**src/rtl/mem_access_pkg.sv**
```systemverilog
// Shared encodings for the memory-access stage: access sizes, controller
// states and big-endian byte-enable patterns.
package mem_access_pkg;

  localparam logic [1:0] MEM_SIZE_BYTE = 2'b00;
  localparam logic [1:0] MEM_SIZE_HALF = 2'b01;
  localparam logic [1:0] MEM_SIZE_WORD = 2'b10;

  typedef enum logic [1:0] {
    MA_IDLE = 2'd0,
    MA_REQ  = 2'd1,
    MA_DONE = 2'd2
  } ma_state_e;

  // Byte offset 0 lives in bits 31:24, so its enable is the MSB.
  localparam logic [3:0] BE_BYTE_0  = 4'b1000;
  localparam logic [3:0] BE_HALF_HI = 4'b1100;
  localparam logic [3:0] BE_HALF_LO = 4'b0011;
  localparam logic [3:0] BE_WORD    = 4'b1111;

endpackage

```
**src/rtl/mem_lane_align.sv**
```systemverilog
// Big-endian lane steering: store replication and byte enables, plus load
// lane extraction with sign/zero extension. Purely combinational.
module mem_lane_align
  import mem_access_pkg::*;
(
  input  logic [1:0]  size,
  input  logic        sign_ext,
  input  logic [1:0]  offset,
  input  logic [31:0] wr_data,
  input  logic [31:0] rdata,
  output logic [3:0]  be,
  output logic [31:0] wdata,
  output logic [31:0] load_data
);

  logic [7:0]  lane_byte;
  logic [15:0] lane_half;

  always_comb begin
    lane_byte = rdata[7:0];
    case (offset)
      2'd0:    lane_byte = rdata[31:24];
      2'd1:    lane_byte = rdata[23:16];
      2'd2:    lane_byte = rdata[15:8];
      default: lane_byte = rdata[7:0];
    endcase
    lane_half = offset[1] ? rdata[15:0] : rdata[31:16];
  end

  // Size 11 falls into the word branch; low address bits are ignored there.
  always_comb begin
    be        = BE_WORD;
    wdata     = wr_data;
    load_data = rdata;
    case (size)
      MEM_SIZE_BYTE: begin
        be        = BE_BYTE_0 >> offset;
        wdata     = {4{wr_data[7:0]}};
        load_data = {{24{sign_ext & lane_byte[7]}}, lane_byte};
      end
      MEM_SIZE_HALF: begin
        be        = offset[1] ? BE_HALF_LO : BE_HALF_HI;
        wdata     = {2{wr_data[15:0]}};
        load_data = {{16{sign_ext & lane_half[15]}}, lane_half};
      end
      default: begin
        be        = BE_WORD;
        wdata     = wr_data;
        load_data = rdata;
      end
    endcase
  end

endmodule

```
**src/rtl/mem_access_ctrl.sv**
```systemverilog
// MEM-stage controller: turns a pipeline load/store into one req/ack bus
// transaction and stalls until acked. Optional timeout: MEM_BUS_TIMEOUT_EN.
module mem_access_ctrl
  import mem_access_pkg::*;
#(
  parameter int ADDR_WIDTH     = 32,
  parameter int TIMEOUT_CYCLES = 255
) (
  input  logic                  clk,
  input  logic                  rst_n,
  input  logic                  mem_rd_en_in,
  input  logic                  mem_wr_en_in,
  input  logic [1:0]            mem_size_in,
  input  logic                  mem_sign_ext_in,
  input  logic [ADDR_WIDTH-1:0] addr_in,
  input  logic [31:0]           wr_data_in,
  input  logic                  pipe_en,
  output logic                  bus_req,
  output logic                  bus_we,
  output logic [ADDR_WIDTH-1:0] bus_addr,
  output logic [3:0]            bus_be,
  output logic [31:0]           bus_wdata,
  input  logic                  bus_ack,
  input  logic [31:0]           bus_rdata,
  output logic                  stall_out,
  output logic [31:0]           load_data_out,
  output logic                  bus_error_out,
  output logic [1:0]            fsm_state
);

  // Bus handshake: bus_req rises with stable addr/we/be/wdata and holds them
  // until the first cycle bus_ack is seen high; bus_req drops the next cycle.
  // bus_rdata is sampled only in that ack cycle. Ack without req is ignored.

  ma_state_e   state;
  logic [1:0]  lat_size;
  logic        lat_sext;
  logic [1:0]  lat_off;
  logic        access;

  logic [1:0]  al_size;
  logic        al_sext;
  logic [1:0]  al_off;
  logic [3:0]  al_be;
  logic [31:0] al_wdata;
  logic [31:0] al_load;

  assign access    = mem_rd_en_in | mem_wr_en_in;
  assign stall_out = (state == MA_REQ) || ((state == MA_IDLE) && access);
  assign fsm_state = state;

  // Live inputs steer the store lanes in IDLE; latched ones steer load extraction.
  assign al_size = (state == MA_IDLE) ? mem_size_in     : lat_size;
  assign al_sext = (state == MA_IDLE) ? mem_sign_ext_in : lat_sext;
  assign al_off  = (state == MA_IDLE) ? addr_in[1:0]    : lat_off;

  mem_lane_align u_align (
    .size      (al_size),
    .sign_ext  (al_sext),
    .offset    (al_off),
    .wr_data   (wr_data_in),
    .rdata     (bus_rdata),
    .be        (al_be),
    .wdata     (al_wdata),
    .load_data (al_load)
  );

`ifdef MEM_BUS_TIMEOUT_EN
  localparam int TO_W = $clog2(TIMEOUT_CYCLES + 1);
  localparam logic [TO_W-1:0] TO_LAST = TO_W'(TIMEOUT_CYCLES - 1);
  logic [TO_W-1:0] to_cnt;
  logic            bus_error_q;
  assign bus_error_out = bus_error_q;
`else
  logic unused_timeout;
  assign unused_timeout = (TIMEOUT_CYCLES == 0);
  assign bus_error_out  = 1'b0;
`endif

  always_ff @(posedge clk or negedge rst_n) begin
    if (!rst_n) begin
      state         <= MA_IDLE;
      bus_req       <= 1'b0;
      bus_we        <= 1'b0;
      bus_addr      <= '0;
      bus_be        <= '0;
      bus_wdata     <= '0;
      load_data_out <= '0;
      lat_size      <= MEM_SIZE_BYTE;
      lat_sext      <= 1'b0;
      lat_off       <= 2'd0;
`ifdef MEM_BUS_TIMEOUT_EN
      to_cnt        <= '0;
      bus_error_q   <= 1'b0;
`endif
    end else begin
      case (state)
        MA_IDLE: begin
          if (access) begin
            state     <= MA_REQ;
            bus_req   <= 1'b1;
            bus_we    <= mem_wr_en_in;
            bus_addr  <= {addr_in[ADDR_WIDTH-1:2], 2'b00};
            bus_be    <= al_be;
            bus_wdata <= al_wdata;
            lat_size  <= mem_size_in;
            lat_sext  <= mem_sign_ext_in;
            lat_off   <= addr_in[1:0];
`ifdef MEM_BUS_TIMEOUT_EN
            to_cnt    <= '0;
`endif
          end
        end
        MA_REQ: begin
          if (bus_ack) begin
            state   <= MA_DONE;
            bus_req <= 1'b0;
            if (!bus_we) load_data_out <= al_load;
          end
`ifdef MEM_BUS_TIMEOUT_EN
          // Ack beats expiry when both land in the same cycle.
          else if (to_cnt == TO_LAST) begin
            state         <= MA_DONE;
            bus_req       <= 1'b0;
            load_data_out <= '0;
            bus_error_q   <= 1'b1;
          end else begin
            to_cnt <= to_cnt + 1'b1;
          end
`endif
        end
        MA_DONE: begin
          if (pipe_en) begin
            state <= MA_IDLE;
`ifdef MEM_BUS_TIMEOUT_EN
            bus_error_q <= 1'b0;
`endif
          end
        end
        default: state <= MA_IDLE;
      endcase
    end
  end

endmodule

```
**config.mk**
```make
export PLATFORM = sky130hd
export DESIGN_NAME = mem_access_ctrl
export DESIGN_NICKNAME = d
export VERILOG_FILES = /design/src/rtl/mem_access_pkg.sv /design/src/rtl/mem_lane_align.sv /design/src/rtl/mem_access_ctrl.sv
export SDC_FILE = /design/constraint.sdc
export NUM_CORES = 1
export LEC_CHECK = 0
export CORE_MARGIN = 3
export CORE_UTILIZATION = 45
export CTS_BUF_LIST = sky130_fd_sc_hd__clkbuf_2 sky130_fd_sc_hd__clkbuf_4 sky130_fd_sc_hd__clkbuf_8
export CTS_CLUSTER_DIAMETER = 120
export CTS_CLUSTER_SIZE = 14
export DETAILED_ROUTE_END_ITERATION = 16
export PLACE_DENSITY = 0.83
export SETUP_SLACK_MARGIN = 0.15
export SKIP_LAST_GASP = 1
export SYNTH_ARGS = -nofsm -noshare
export SYNTH_HDL_FRONTEND = slang
export SYNTH_SLANG_ARGS = --single-unit
```
**constraint.sdc**
```tcl
create_clock -name clk -period 2.7 [get_ports clk]
set_clock_uncertainty 0.05 [all_clocks]
set_input_delay 0.54 -clock clk [delete_from_list [all_inputs] [get_ports clk]]
set_output_delay 0.54 -clock clk [all_outputs]
set_load 0.01 [all_outputs]
```
m3.png
(3 px per um) Cells faint in the background.
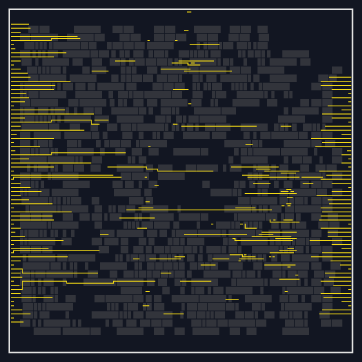
main direction: horizontal
wire length on this layer: 1700 um
longest straight run: 48.3 um

clock_nets.png
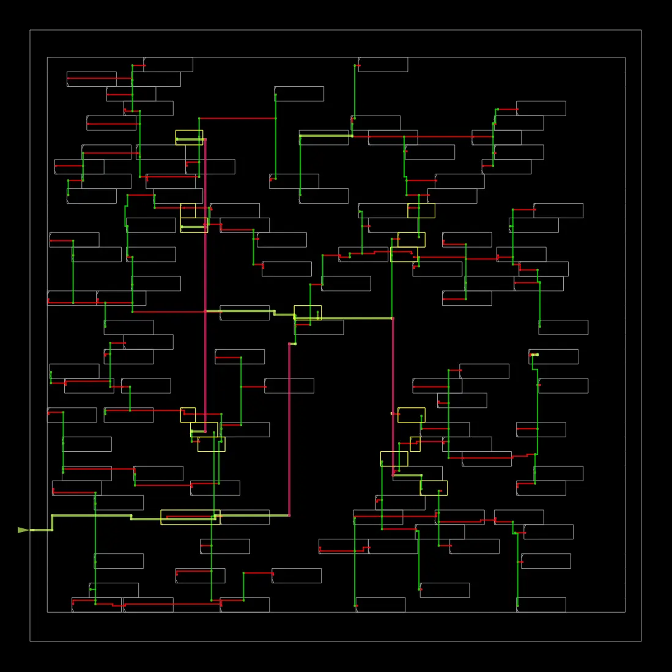
Clock Buffer Count: 13
Seq cells: 107
Clock Sinks: 107
Clock Power: 1010 uW

==> results.yml <==
# implementation run metrics
grt:
  grt_use_met3_pct: 7.00
  grt_max_degree: 74
  grt-ovfl-total: 0
  grt_most_used_layer: "met2"
flow_run:
  maxCapViolCount: 0
  warnings: 26
placement:
  pre_cts_slack_ns: -0.381
  io_buffers: 207
  dpl.hpwl_mm: 12.0
  gp_congestion: 0.935
  dp_cells: 904
power_and_ir_drop:
  p_total_uw: 9450
  leakage_uw: 0.00346
synth:
  top_cell_area_share_pct: 51.1
  topCellsByArea: "dfrtp_1 (51%), nand2_1 (14%), o21ai_0 (3.7%)"
  simple_gate_share_pct: 20.5
  synth_cell_types: 51
  ys.flops: 107
  synth_cells: 571
  syn_area_um2: 5240
  ys_warn_count: 0
  synth.area.mux_share_pct: 6.16
  syn_avg_cell_area_um2: 9.17
  edf_count: 0
finish:
  area_growth_pct: 47.9
  final_cell_area_um2: 7750
  drive_gt1_share_pct: 11.9
  comb_cells: 427
  layout_top_cell: "clkdlybuf4s50_1"
  biggestCellCategory: "sequential cells"
  final_util_pct: 69.6
  lay_top_cells: "clkdlybuf4s50_1 (206), nand2_1 (193), dfrtp_1 (107), o21ai_0 (38), nor2_1 (31)"
  nets: 884
clock_tree:
  cts_resized: 0
  postCtsSetupBuffers: 4
  cts_buffer_depth: 2
  root_buffer: "clkbuf_8"
  numCtsBuffers: 9
critical_path:
  worstSetupPathType: "flop to primary output"
  reg2reg_depth: 6
  critical_path_arrival_ns: 1.83
  cpPeakStageDelay_ns: 0.58
  slowest_stage: "dfrtp_1"
  r2r-end: "load_data_out[27]$_DFFE_PN0P_"
  path_max_fanout: 14
floorplan:
  dieWidth_um: 114
  die_h_um: 114
  num_rows: 38
  tap-cell-count: 140
timing:
  worst_pin_slew_ns: 0.712
  hold_violations: 0
  period_used_pct: 89.7
  final-max-slew-violation-count: 0
  clock.fmax_mhz: 413
  max-slew-margin-rel_pct: 52.5
  rsz0062_at_grt: "no"
  setup_violations: 0
detailed_routing:
  viasPerCell: 5.43
  wl_met1_mm: 6.42
  dr.pass1.iters: 5
  met3WireLength_mm: 1.70
  drt_iter0_markers: 391
status:
  status: "finished, final reports clean"
## power by group
| group | internal [uW] | switching (uW) |
|---|---|---|
| logic | 2740 | 2760 |
| clock network | 496 | 518 |
| registers | 2400 | 534 |
| total | 5640 | 3810 |
## worst max-delay path by stage
stage / startpoint / end / slack, ns / cells after the start
detailed placement: addr_in[0] / load_data_out[27]$_DFFE_PN0P_ / -0.38 / 6
global placement: addr_in[0] / load_data_out[24]$_DFFE_PN0P_ / -0.27 / 6
floorplan: fsm_state[0]$_DFFE_PN0P_ / stall_out / 0.52 / 7
global route: fsm_state[0]$_DFFE_PN0P_ / stall_out / 0.20 / 4
CTS: fsm_state[0]$_DFFE_PN0P_ / load_data_out[13]$_DFFE_PN0P_ / 0.24 / 6
finish: fsm_state[0]$_DFFE_PN0P_ / stall_out / 0.28 / 4
Power figures rest on the tool's default switching activity, not on a simulated workload.
